`src/rtl/eeprom_cmd_seq.sv`:
```
// Command sequencer for the M25AA010A SPI EEPROM: expands one host read/write
// request into WREN/WRITE/RDSR-poll or READ frames for the SPI byte engine.
module eeprom_cmd_seq #(
   parameter int unsigned CS_GAP   = 4,
   parameter int unsigned POLL_MAX = 50000
) (
   input  logic       clk_50M,
   input  logic       reset,
   input  logic       cmd_valid,
   output logic       cmd_ready,
   input  logic       cmd_rw,
   input  logic [6:0] cmd_addr,
   input  logic [7:0] cmd_wdata,
   output logic       rsp_valid,
   output logic [7:0] rsp_rdata,
   output logic       rsp_err,
   output logic       eng_start,
   output logic [7:0] eng_data,
   input  logic       eng_done,
   input  logic [7:0] eng_rdata,
   output logic       eng_csn
);

   localparam logic [7:0]  OP_WREN  = 8'h06;
   localparam logic [7:0]  OP_WRITE = 8'h02;
   localparam logic [7:0]  OP_RDSR  = 8'h05;
   localparam logic [7:0]  OP_READ  = 8'h03;
   localparam logic [7:0]  DUMMY    = 8'h00;
   localparam logic [15:0] GAP_LAST = 16'(CS_GAP - 1);
   localparam logic [15:0] POLL_LIM = 16'(POLL_MAX);

   typedef enum logic [2:0] {
      ST_IDLE,
      ST_CS_LO,
      ST_WAIT,
      ST_GAP,
      ST_DONE
   } state_e;

   typedef enum logic [3:0] {
      STP_WREN,
      STP_WR_INS,
      STP_WR_ADDR,
      STP_WR_DATA,
      STP_POLL_INS,
      STP_POLL_RD,
      STP_RD_INS,
      STP_RD_ADDR,
      STP_RD_DATA
   } step_e;

   state_e      state_q, state_d;
   step_e       step_q, step_d;
   logic [6:0]  addr_q, addr_d;
   logic [7:0]  wdata_q, wdata_d;
   logic [15:0] poll_cnt_q, poll_cnt_d;
   logic [15:0] gap_cnt_q, gap_cnt_d;
   logic        cmd_ready_q, cmd_ready_d;
   logic        rsp_valid_q, rsp_valid_d;
   logic [7:0]  rsp_rdata_q, rsp_rdata_d;
   logic        rsp_err_q, rsp_err_d;
   logic        eng_start_q, eng_start_d;
   logic [7:0]  eng_data_q, eng_data_d;
   logic        eng_csn_q, eng_csn_d;

   logic [15:0] poll_inc;
   logic        next_byte;

   function automatic logic [7:0] step_byte(input step_e s, input logic [6:0] a,
                                            input logic [7:0] wd);
      case (s)
         STP_WREN:     return OP_WREN;
         STP_WR_INS:   return OP_WRITE;
         STP_WR_ADDR:  return {1'b0, a};
         STP_WR_DATA:  return wd;
         STP_POLL_INS: return OP_RDSR;
         STP_RD_INS:   return OP_READ;
         STP_RD_ADDR:  return {1'b0, a};
         default:      return DUMMY;
      endcase
   endfunction

   always_comb begin
      state_d     = state_q;
      step_d      = step_q;
      addr_d      = addr_q;
      wdata_d     = wdata_q;
      poll_cnt_d  = poll_cnt_q;
      gap_cnt_d   = gap_cnt_q;
      cmd_ready_d = cmd_ready_q;
      rsp_valid_d = 1'b0;
      rsp_rdata_d = rsp_rdata_q;
      rsp_err_d   = rsp_err_q;
      eng_start_d = 1'b0;
      eng_data_d  = eng_data_q;
      eng_csn_d   = eng_csn_q;
      next_byte   = 1'b0;
      poll_inc    = (poll_cnt_q >= POLL_LIM) ? poll_cnt_q : poll_cnt_q + 16'd1;

      case (state_q)
         ST_IDLE: begin
            if (cmd_valid) begin
               addr_d      = cmd_addr;
               wdata_d     = cmd_wdata;
               poll_cnt_d  = '0;
               step_d      = cmd_rw ? STP_WREN : STP_RD_INS;
               cmd_ready_d = 1'b0;
               eng_csn_d   = 1'b0;
               state_d     = ST_CS_LO;
            end
         end
         ST_CS_LO: begin
            eng_start_d = 1'b1;
            eng_data_d  = step_byte(step_q, addr_q, wdata_q);
            state_d     = ST_WAIT;
         end
         ST_WAIT: begin
            if (eng_done) begin
               case (step_q)
                  STP_WREN: begin
                     eng_csn_d = 1'b1;
                     gap_cnt_d = '0;
                     step_d    = STP_WR_INS;
                     state_d   = ST_GAP;
                  end
                  STP_WR_INS: begin
                     step_d    = STP_WR_ADDR;
                     next_byte = 1'b1;
                  end
                  STP_WR_ADDR: begin
                     step_d    = STP_WR_DATA;
                     next_byte = 1'b1;
                  end
                  STP_WR_DATA: begin
                     eng_csn_d = 1'b1;
                     gap_cnt_d = '0;
                     step_d    = STP_POLL_INS;
                     state_d   = ST_GAP;
                  end
                  STP_POLL_INS: begin
                     step_d    = STP_POLL_RD;
                     next_byte = 1'b1;
                  end
                  STP_POLL_RD: begin
                     // WIP is only valid in this eng_done cycle, so the poll decision is made here
                     eng_csn_d  = 1'b1;
                     poll_cnt_d = poll_inc;
                     if (!eng_rdata[0]) begin
                        rsp_err_d   = 1'b0;
                        rsp_valid_d = 1'b1;
                        state_d     = ST_DONE;
                     end else if (poll_inc >= POLL_LIM) begin
                        rsp_err_d   = 1'b1;
                        rsp_valid_d = 1'b1;
                        state_d     = ST_DONE;
                     end else begin
                        gap_cnt_d = '0;
                        step_d    = STP_POLL_INS;
                        state_d   = ST_GAP;
                     end
                  end
                  STP_RD_INS: begin
                     step_d    = STP_RD_ADDR;
                     next_byte = 1'b1;
                  end
                  STP_RD_ADDR: begin
                     step_d    = STP_RD_DATA;
                     next_byte = 1'b1;
                  end
                  STP_RD_DATA: begin
                     eng_csn_d   = 1'b1;
                     rsp_rdata_d = eng_rdata;
                     rsp_err_d   = 1'b0;
                     rsp_valid_d = 1'b1;
                     state_d     = ST_DONE;
                  end
                  default: begin
                     eng_csn_d = 1'b1;
                     state_d   = ST_DONE;
                  end
               endcase
            end
         end
         ST_GAP: begin
            if (gap_cnt_q >= GAP_LAST) begin
               eng_csn_d = 1'b0;
               state_d   = ST_CS_LO;
            end else begin
               gap_cnt_d = gap_cnt_q + 16'd1;
            end
         end
         ST_DONE: begin
            cmd_ready_d = 1'b1;
            state_d     = ST_IDLE;
         end
         default: begin
            eng_csn_d   = 1'b1;
            cmd_ready_d = 1'b1;
            state_d     = ST_IDLE;
         end
      endcase

      if (next_byte) begin
         eng_start_d = 1'b1;
         eng_data_d  = step_byte(step_d, addr_q, wdata_q);
      end
   end

   always_ff @(posedge clk_50M or negedge reset) begin
      if (!reset) begin
         state_q     <= ST_IDLE;
         step_q      <= STP_WREN;
         addr_q      <= '0;
         wdata_q     <= '0;
         poll_cnt_q  <= '0;
         gap_cnt_q   <= '0;
         cmd_ready_q <= 1'b1;
         rsp_valid_q <= 1'b0;
         rsp_rdata_q <= '0;
         rsp_err_q   <= 1'b0;
         eng_start_q <= 1'b0;
         eng_data_q  <= '0;
         eng_csn_q   <= 1'b1;
      end else begin
         state_q     <= state_d;
         step_q      <= step_d;
         addr_q      <= addr_d;
         wdata_q     <= wdata_d;
         poll_cnt_q  <= poll_cnt_d;
         gap_cnt_q   <= gap_cnt_d;
         cmd_ready_q <= cmd_ready_d;
         rsp_valid_q <= rsp_valid_d;
         rsp_rdata_q <= rsp_rdata_d;
         rsp_err_q   <= rsp_err_d;
         eng_start_q <= eng_start_d;
         eng_data_q  <= eng_data_d;
         eng_csn_q   <= eng_csn_d;
      end
   end

   assign cmd_ready = cmd_ready_q;
   assign rsp_valid = rsp_valid_q;
   assign rsp_rdata = rsp_rdata_q;
   assign rsp_err   = rsp_err_q;
   assign eng_start = eng_start_q;
   assign eng_data  = eng_data_q;
   assign eng_csn   = eng_csn_q;

endmodule

```
`config.mk`:
```
export PLATFORM = sky130hd
export DESIGN_NAME = eeprom_cmd_seq
export DESIGN_NICKNAME = d
export VERILOG_FILES = /design/src/rtl/eeprom_cmd_seq.sv
export SDC_FILE = /design/constraint.sdc
export NUM_CORES = 1
export LEC_CHECK = 0
export ABC_AREA = 0
export CORE_MARGIN = 10
export CORE_UTILIZATION = 60
export CTS_CLUSTER_SIZE = 12
export DETAILED_ROUTE_END_ITERATION = 8
export HOLD_SLACK_MARGIN = 0.15
export PLACE_DENSITY = 0.88
export SKIP_CTS_REPAIR_TIMING = 1
export SLEW_MARGIN = 25
export SYNTH_ARGS = -nofsm -noshare
export SYNTH_HDL_FRONTEND = slang
export SYNTH_SLANG_ARGS = --single-unit
```
`constraint.sdc`:
```
create_clock -name clk_50M -period 6.5 [get_ports clk_50M]
set_clock_uncertainty 0.1 [all_clocks]
set_input_delay 1.3 -clock clk_50M [delete_from_list [all_inputs] [get_ports clk_50M]]
set_output_delay 1.3 -clock clk_50M [all_outputs]
set_load 0.05 [all_outputs]
```
Figure 1. Clock distribution.
Scale: 6 px per µm.
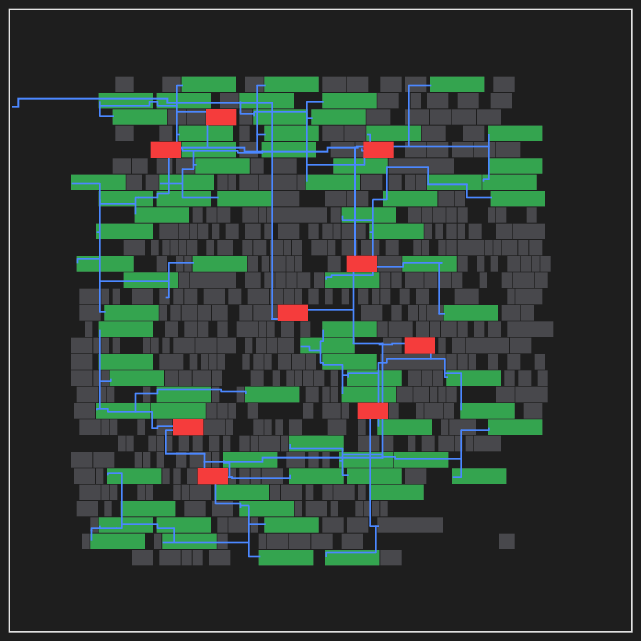
[red] cells driving clock nets | count: 9
[green] flip-flops | count: 75
[blue] clock wires | length: 881 µm
routed clock nets	10
power share of the clock group: 0.197
clock group power: 0.000418 W

Figure 2. The metal 2 layer.
Scale: 4 px per µm. Cells faint in the background.
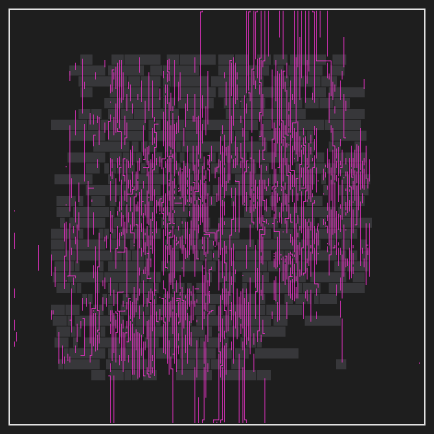
wire length on this layer	4870 µm
longest straight run	36.5 µm
main direction	vertical
share of all routed wire	49%
vias: 3675
Post-Route WL: 9867 µm
met2 GRT Util: 0.2982

==> job_summary.md <==
### Metrics collected by this job

| Metric | Value |
|---|---|
| Initial drt markers | `roughly 360` |
| ANT cells | `0` |
| Final setup fails | `0` |
| Hold Crit Class | `flip-flop to flip-flop` |
| Logic inverters | `13` |
| Largest net degree at the start of global routing | `around 76` |
| Dominant register cell | `dfrtp_1` |
| Comb gate area | `2081 µm²` |
| Largest family of logic cells by area | `simple AND/OR/NAND/NOR gates` |
| Tap cells | `~96` |
| Crit path to | `eng_data[4]$_DFFE_PN0P_` |
| Ports | `~49` |
| Metal-1 WL | `roughly 4000 µm` |
| Signal buf overhead | `0.1002` |
| Max Freq | `roughly 0.29 GHz` |
| Worst slew pin tran | `about 0.92 ns` |
| Wire length on met3 | `between 800 and 900 µm` |
| Core Area | `6794 µm²` |
| Top cells by area, synth | `dfrtp_1 (44%), nand2_1 (6.9%), o21ai_0 (4.7%)` |
| Mux share | `0.05112` |
| Comb group | `0.000936 W` |
| RSZ-0062 raised after global routing | `false` |
| Status | `complete, no violations` |
| Relative slew slack | `0.3864` |
| Top-count cell post-synth | `nand2_1` |
| Clock Tree Root | `clkbuf_8` |
| Crit path capture type | `flip-flop` |
| Switching portion of total power | `0.4347` |
| Layout Cells excl Fill | `589` |
| Min cycle time layout | `approximately 3.5 ns` |
| Layout cells sized above 1 | `0.1318` |
| CTS max path bufs | `2` |
| Reg area | `roughly 1900 µm²` |
| Log Warnings | `28` |
| Area figure in the yosys stat output | `~4200 µm²` |
| Filler cells | `between 500 and 600` |
| Vias in the first global route | `about 3600` |
| R2R cell count | `9` |
| Buffers & Inverters on Critical Path | `1` |
| GR Util met3 | `0.04647` |
| #MultiIn Comb | `between 300 and 400` |
| Combinational Power Share | `0.440` |
| Cycle use final | `0.5392` |
| Total Power | `between 0.002 and 0.0025 W` |
| Sequential cell power | `~0.00077 W` |
| Finished Core Util | `0.7131` |
| Clock transition at the registers of the reported paths | `approximately 0.080 ns` |
| Comb area share | `0.4295` |
| GRT overflow | `0` |
| Core Rows | `30` |
| Distinct cells, synth | `~63` |
| Flip-flops | `roughly 75` |
| Wire per inst | `between 15 and 20 µm` |
| P&R area growth vs syn | `15.75%` |
| R2R Setup Slk | `about 3.1 ns` |
| Net Count, Synth | `roughly 490` |
| Yosys stat cell total | `approximately 450` |
| Final Hold Viols | `0` |
| Startpoint types | `input port` |
| CTS Buf Count | `9` |
| Fp util | `0.6160` |
| CTS tree | `done` |
| Seq/total area | `0.3879` |
| Count of non-CTS buffers in the layout | `around 49` |
| Xor and xnor area share after synthesis | `0` |
| Highest metal used | `met4` |
| Sequential Power Share | `0.363` |
| P_int | `0.001201 W` |
| Capturing point of the worst reg2reg path | `gap_cnt_q[3]$_DFFE_PN0P_` |
Figure 3. Ports around the boundary.
Scale: 3 px per µm. Pins as bars across the die edge, other pins in grey.
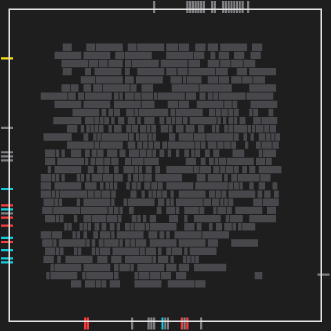
colour	port	pins	direction	edge
yellow	clk_50M	1	input	left
red	cmd_wdata	8	input	4 left, 4 bottom
cyan	cmd_addr	7	input	6 left, 1 bottom
die height: 103.5 µm
number of port buffers: 48
die width: 103.5 µm

Figure 4. Clock routing.
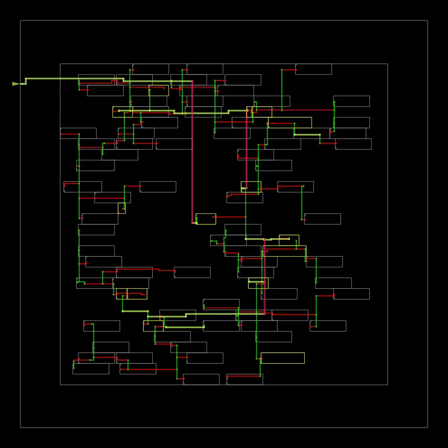
CTS sink count: 75
clock buffers: 10

Power and IR drop assume default switching activity.
